[src/rtl/logic_unit_sweeper_if.sv]
// Sweeper bus: start/status toward the controller, A/B/sel/Y toward the logic unit under drive.
interface logic_unit_sweeper_if;
   logic       start;
   logic       y_i;
   logic       a_o;
   logic       b_o;
   logic       sel_o;
   logic       busy;
   logic       done;
   logic [7:0] result_vec;
   logic [3:0] err_cnt;

   modport master (
      input  start, y_i,
      output a_o, b_o, sel_o, busy, done, result_vec, err_cnt
   );

   modport slave (
      output start, y_i,
      input  a_o, b_o, sel_o, busy, done, result_vec, err_cnt
   );
endinterface

[src/rtl/logic_unit_sweeper.sv]
// Steps an OR/NOR logic unit through all 8 {sel,A,B} vectors and captures Y; SWEEP_CHECK_EN adds the mismatch counter.
// Latency: done 8*(SETTLE_CYCLES+1)+1 cycles after start is accepted; start is ignored unless IDLE (no backpressure).
module logic_unit_sweeper #(
   parameter int SETTLE_CYCLES = 2
) (
   input  logic clk,
   input  logic rst_n,
   logic_unit_sweeper_if.master io_bus
);

   localparam logic [1:0] ST_IDLE   = 2'd0;
   localparam logic [1:0] ST_SETTLE = 2'd1;
   localparam logic [1:0] ST_SAMPLE = 2'd2;
   localparam logic [1:0] ST_DONE   = 2'd3;

   localparam logic [3:0] SETTLE_LAST = 4'(SETTLE_CYCLES - 1);

   logic [1:0] r_state;
   logic [2:0] r_idx;
   logic [3:0] r_settle_cnt;
   logic       r_busy;
   logic       r_done;
   logic [7:0] r_result_vec;
   logic       w_accept;

   assign w_accept = (r_state == ST_IDLE) && io_bus.start;

   always_ff @(posedge clk or negedge rst_n) begin
      if (!rst_n) begin
         r_state      <= ST_IDLE;
         r_idx        <= 3'd0;
         r_settle_cnt <= 4'd0;
         r_busy       <= 1'b0;
         r_done       <= 1'b0;
         r_result_vec <= 8'h00;
      end else begin
         r_done <= 1'b0;
         case (r_state)
            ST_IDLE: begin
               if (io_bus.start) begin
                  r_idx        <= 3'd0;
                  r_settle_cnt <= 4'd0;
                  r_result_vec <= 8'h00;
                  r_busy       <= 1'b1;
                  r_state      <= ST_SETTLE;
               end
            end
            ST_SETTLE: begin
               if (r_settle_cnt == SETTLE_LAST) begin
                  r_settle_cnt <= 4'd0;
                  r_state      <= ST_SAMPLE;
               end else begin
                  r_settle_cnt <= r_settle_cnt + 4'd1;
               end
            end
            ST_SAMPLE: begin
               r_result_vec[r_idx] <= io_bus.y_i;
               if (r_idx == 3'd7) begin
                  // done is registered here so it is high for exactly the DONE cycle
                  r_done  <= 1'b1;
                  r_state <= ST_DONE;
               end else begin
                  r_idx   <= r_idx + 3'd1;
                  r_state <= ST_SETTLE;
               end
            end
            ST_DONE: begin
               r_busy  <= 1'b0;
               r_state <= ST_IDLE;
            end
            default: r_state <= ST_IDLE;
         endcase
      end
   end

`ifdef SWEEP_CHECK_EN
   logic [3:0] r_err_cnt;
   logic       w_exp;

   assign w_exp = r_idx[2] ? ~(r_idx[1] | r_idx[0]) : (r_idx[1] | r_idx[0]);

   // At most one increment per vector, so the count tops out at 8 without wrapping
   always_ff @(posedge clk or negedge rst_n) begin
      if (!rst_n) begin
         r_err_cnt <= 4'd0;
      end else if (w_accept) begin
         r_err_cnt <= 4'd0;
      end else if ((r_state == ST_SAMPLE) && (io_bus.y_i != w_exp)) begin
         r_err_cnt <= r_err_cnt + 4'd1;
      end
   end

   assign io_bus.err_cnt = r_err_cnt;
`else
   assign io_bus.err_cnt = 4'd0;
`endif

   assign io_bus.sel_o      = r_idx[2];
   assign io_bus.a_o        = r_idx[1];
   assign io_bus.b_o        = r_idx[0];
   assign io_bus.busy       = r_busy;
   assign io_bus.done       = r_done;
   assign io_bus.result_vec = r_result_vec;

endmodule

[src/flat_wrapper.sv]
// flat-port wrapper written by rule: the top's interface ports become plain ports
module logic_unit_sweeper_flat 
#(
   parameter int SETTLE_CYCLES = 2
)
  (clk, rst_n, io_bus_start, io_bus_y_i, io_bus_a_o, io_bus_b_o, io_bus_sel_o, io_bus_busy, io_bus_done, io_bus_result_vec, io_bus_err_cnt);
  logic_unit_sweeper_if io_bus_i ();
  input  logic clk;
  input  logic rst_n;
  input wire logic [$bits(io_bus_i.start)-1:0] io_bus_start;
  input wire logic [$bits(io_bus_i.y_i)-1:0] io_bus_y_i;
  output wire logic [$bits(io_bus_i.a_o)-1:0] io_bus_a_o;
  output wire logic [$bits(io_bus_i.b_o)-1:0] io_bus_b_o;
  output wire logic [$bits(io_bus_i.sel_o)-1:0] io_bus_sel_o;
  output wire logic [$bits(io_bus_i.busy)-1:0] io_bus_busy;
  output wire logic [$bits(io_bus_i.done)-1:0] io_bus_done;
  output wire logic [$bits(io_bus_i.result_vec)-1:0] io_bus_result_vec;
  output wire logic [$bits(io_bus_i.err_cnt)-1:0] io_bus_err_cnt;
  assign io_bus_i.start = io_bus_start;
  assign io_bus_i.y_i = io_bus_y_i;
  assign io_bus_a_o = io_bus_i.a_o;
  assign io_bus_b_o = io_bus_i.b_o;
  assign io_bus_sel_o = io_bus_i.sel_o;
  assign io_bus_busy = io_bus_i.busy;
  assign io_bus_done = io_bus_i.done;
  assign io_bus_result_vec = io_bus_i.result_vec;
  assign io_bus_err_cnt = io_bus_i.err_cnt;
  logic_unit_sweeper #(.SETTLE_CYCLES(SETTLE_CYCLES)) u_core (.clk(clk), .rst_n(rst_n), .io_bus(io_bus_i));
endmodule
[config.mk]
export PLATFORM = sky130hd
export DESIGN_NAME = logic_unit_sweeper_flat
export DESIGN_NICKNAME = d
export VERILOG_FILES = /design/src/rtl/logic_unit_sweeper_if.sv /design/src/rtl/logic_unit_sweeper.sv /design/src/flat_wrapper.sv
export SDC_FILE = /design/constraint.sdc
export NUM_CORES = 1
export LEC_CHECK = 0
export CORE_MARGIN = 2
export CORE_UTILIZATION = 49
export CTS_CLUSTER_SIZE = 14
export DETAILED_ROUTE_END_ITERATION = 12
export GPL_ROUTABILITY_DRIVEN = 0
export PLACE_DENSITY = 0.82
export RECOVER_POWER = 25
export SYNTH_ARGS = -nofsm -noshare
export SYNTH_HDL_FRONTEND = slang
export SYNTH_SLANG_ARGS = --single-unit
[constraint.sdc]
create_clock -name clk -period 1.7 [get_ports clk]
set_input_delay 0.255 -clock clk [delete_from_list [all_inputs] [get_ports clk]]
set_output_delay 0.255 -clock clk [all_outputs]
set_load 0.05 [all_outputs]
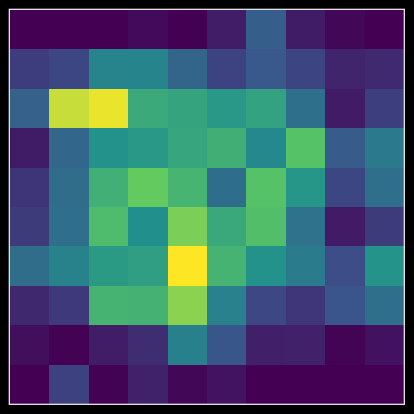
Figure 1: run 1, wiring heat map.
Scale: 8 px per µm. The die is cut into 10 by 10 equal tiles; dark purple is low, yellow is high, scaled to the fullest tile. Values are wire area over tile area, all layers added.
- emptiest ninth of the die: south-east
- densest ninth of the die: centre
- nearly empty tiles: 15%
- fullest tile: 0.36
- tiles over half the peak: 29%
- mean over tiles: 0.12

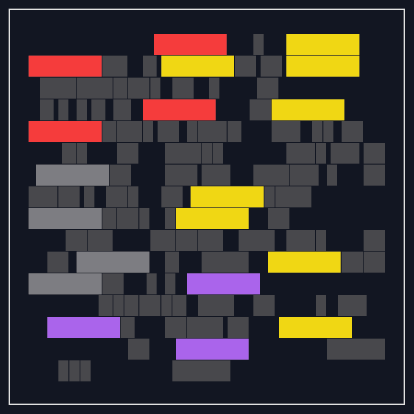
Figure 2: run 1, where the registers sit.
Scale: 8 px per µm. Other sequential cells in the stronger grey, the rest of the logic in the fainter grey.
- purple: `u_core.r_idx` (flops 3)
- yellow: `u_core.io_bus.result_vec` (flops 8)
- red: `u_core.r_settle_cnt` (flops 4)
- not coloured: 4

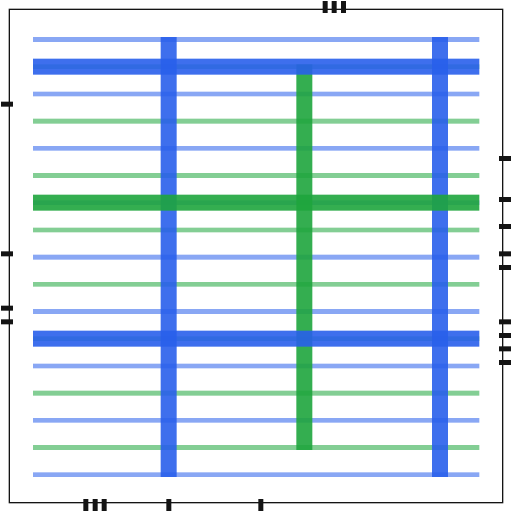
Figure 3: run 1, power grid.
Scale: 10 px per µm. Pins as bars on the die edge.
- blue: VSS
- green: VDD
- signal pins: 21
- rows: 16
- met5 straps: 3
- met4 straps: 3
- met1 rails: 17

==> out/results.txt, run 1 <==
hpwl dp - 1320 µm
met2 wire len - 894 µm
port bufs - 16
Crit Path Max Fanout - 7
Yosys top cell by area - dfrtp_1
Startpoint Class - register
Setup crit start - u_core.r_idx[0]$_DFFE_PN0P_
Non-clk invs - 3
Complex Gates by Area - 14.00%
Vias/cell - 5.273
simple logic cell fraction of the synthesized area - 20.63%
Non-clock buffer share - 15.47%
Gate power share - 52.0%
GRT met3 Usage - 3.067%
Internal Pwr Total - 1.064 mW
Tapcells - 27
Top Layout Cells - dfrtp_1 (19), nand2_1 (17), buf_4 (15)
OpenROAD warning count - 27
Worst slew margin - 32.97%
WL per Instance - 12.55 µm
worst-path cell chain - ha_1, ha_1, nor3b_1, o21a_1
count leader, synth - dfrtp_1
fin cells - 143
Crit-path slowest cell - dfrtp_1
logic area - 471.7 µm²
status - finished, final reports clean
worst path arrival time - 1.70 ns
Worst Max-Slew Pin Slew - 1.006 ns
hold violation count in the final report - 0
WL met3 - 80 µm
Post-route DRC - 0
end point of the critical path - u_core.r_state[1]$_DFFE_PN0P_
setup TNS - 0 ns
crit path DRT - 1.94 ns
hold buffers post-CTS - 0
Non-clk bufs - 21
finished layout cell area - 1205 µm²
Placed Area - 1182 µm²
Placed Instances - 139
core area - 1942 µm²
clk tree area frac - 2.181%
gr usage total - 18.08%
met1 GRT Util - 24.85%
clk ins delay skew pair - 0.30 ns
Pwr Total - 1.988 mW
number of synthesized register bits - 19
fin crit share - 86.02%
DRT iter0 DRCs - 9
GR Overflow Total - 0
H-tree depth - 1
Peak VDD IR - 0.9830 mV
most numerous logic cell after layout - dfrtp_1
power of the combinational group - 1.03 mW
f_max - 683.8 MHz
unrepaired setup endpoints after global routing - false
# nets final - 125
filler instances - 169
dominant class by area - flip-flops and latches
clock-pin slew on the worst setup and hold paths - 0.11 ns
DRT Pass-1 Iters - 4
M2 GR Usage - 28.38%
FF-to-FF path depth - 4
CTS Buf Count - 3
num ports - 21
remaining antenna violation count - 0
clock tree sinks - 19
clock-net power - 229 µW
DR vias - 754
final hold slack - 0.5306 ns
EDFF count, synth - 0
Hold Startpoint - u_core.io_bus.busy$_DFFE_PN0P_
syn_area_per_cell - 10.43 µm²
Tightest Hold Check Type - reg2reg
Final Core Density - 62.05%
Worst R2R Start - u_core.r_idx[0]$_DFFE_PN0P_
Worst path depth - 4
Flop pwr share - 36.5%
hold path depth - 1
Adders+Majority by Area - 5.000%
## Run 2: what changed since run 1
- SKIP_LAST_GASP: unset -> 1
- clock period: 1.7 -> 1.6 ns (I/O delays scaled with it)
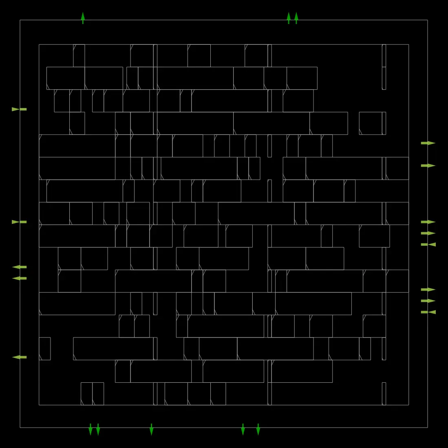
Figure 4: run 2, cell placement.
filler instances: 160
cell row count: 16

==> out/results.txt, run 2 <==
Die Width - 49.20 µm
number of synthesized register bits - 19
clock-pin slew on the worst setup and hold paths - 0.11 ns
critical path class - reg2reg
YS chip area - 1001 µm²
finished layout cell area - 1227 µm²
worst-path cell chain - or3b_1, o311ai_2, o41ai_1
FF-to-FF path depth - 3
P_seq - 771 µW
hold path depth - 2
Post-CTS Setup Repair Bufs - 0
Top Layout Cells - dfrtp_1 (18), nand2_1 (17), buf_4 (15)
Non-clock buffer share - 16.82%
Pwr top - combinational logic
simple logic cell fraction of the synthesized area - 20.63%
Seq/total area - 38.84%
Placed Area - 1204 µm²
Hold Startpoint - u_core.io_bus.result_vec[3]$_DFFE_PN0P_
Crit-path slowest cell - or3b_1
first-pass GRT wire length - 3546 µm
GR Overflow Total - 0
M2 GR Usage - 31.98%
fin cells - 144
DR vias - 785
Logic family by area - simple AND/OR/NAND/NOR gates
CP delay by family, top - simple AND/OR/NAND/NOR gates
Critical path buffers and inverters - 0
Pwr Total - 2.183 mW
Worst R2R Start - u_core.r_state[0]$_DFFE_PN0P_
Die Y-Extent - 49.20 µm
gr usage total - 18.95%
met2 wire len - 949 µm
Non-clk bufs - 22
Cell Area, Synth - 1001 µm²
R2R setup slack - 0.21 ns
status - finished, final reports clean
num ports - 21
hold violation count in the final report - 0
OpenROAD warning count - 27
clock-net power - 243 µW
power of the combinational group - 1.17 mW
Vias/cell - 5.451
multi-input gate share of total cell area - 38.43%
Worst path depth - 3
crit path time final - 1.391 ns
total power per unit cell area - 1779 nW/µm²
Most Crowded Layer GR - met2
Gate power share - 53.6%
DRT Pass-1 Iters - 4
Post-Route Skew - 0.003147 ns
vias in the first global route - 792
Gate Count Post-Synth - 96
max incr delay on CP - 0.56 ns
Complex Gates by Area - 14.00%
post-CTS sizing - 0
max-cap violation count - 0
setup TNS - 0 ns
NetSw - 1.015 mW
top cells by area - dfrtp_1 (48%), nand2_1 (6.4%), mux2i_1 (6.0%)
Worst slew margin - 32.99%
Setup crit start - u_core.r_state[0]$_DFFE_PN0P_
core area - 1942 µm²
unrepaired setup endpoints after global routing - false
Worst Max-Slew Pin Slew - 1.005 ns
seq_cells - 19
port bufs - 16
DRT iter0 DRCs - 7
Final Core Density - 63.21%
# nets final - 126
Flop pwr share - 35.3%
hold buffers post-CTS - 0
f_max - 719.2 MHz
clock tree sinks - 19
Yosys top cell by area - dfrtp_1
PnR worst setup slack - 0.2095 ns
hpwl dp - 1456 µm
crit path DRT - 1.78 ns
top_reg_cell synth - dfrtp_1
mux share - 6.000%
GRT met3 Usage - 3.374%
Adders+Majority by Area - 5.000%
fin crit share - 86.91%
pin count of the biggest net entering global routing - 20
Peak VDD IR - 0.9746 mV
logic area - 471.7 µm²
Distinct lib cells used - 34
worst path arrival time - 1.57 ns
clk ins delay skew pair - 0.30 ns
fp util - 51.55%
final hold slack - 0.5285 ns
Tapcells - 27
Seq/Total Area, Yosys - 47.50%
XORs/XNORs by Area - 0%
initial antenna violation count - 0
P&R area growth vs syn - 22.63%
Bufs on Longest Clock Path - 2
dpl ws - -0.01095 ns
syn_area_per_cell - 10.43 µm²
met1 GRT Util - 23.49%
WL per Instance - 13.63 µm
EDFF count, synth - 0
n_diodes - 0
layout cell share with drive strength beyond 1 - 25.64%
clock buffers - 3
# Cells Yosys - 96
most numerous logic cell after layout - dfrtp_1
dominant class by area - flip-flops and latches
Top cell area share - 47.50%
chip area - 2420 µm²
H-tree depth - 1
worst reg2reg endpoint - u_core.io_bus.result_vec[1]$_DFFE_PN0P_
Critical Path Sink Type - register
Placed Instances - 140
Startpoint Class - register
synth warn - 0
Tightest Hold Check Type - reg2reg
final wirelength - 1962 µm
clk tree area frac - 2.243%
MI comb cells - 69
max reg flops - 8
Crit Path Max Fanout - 8
CTS Buf Count - 3
Non-clk invs - 3
Post-route DRC - 0
CTS tree - yes
Internal Pwr Total - 1.168 mW
end point of the critical path - u_core.io_bus.result_vec[1]$_DFFE_PN0P_
remaining antenna violation count - 0
WL met3 - 94 µm
count leader, synth - dfrtp_1
Pins Over Slew Limit - 0
Power is estimated from default activity; no workload was simulated.
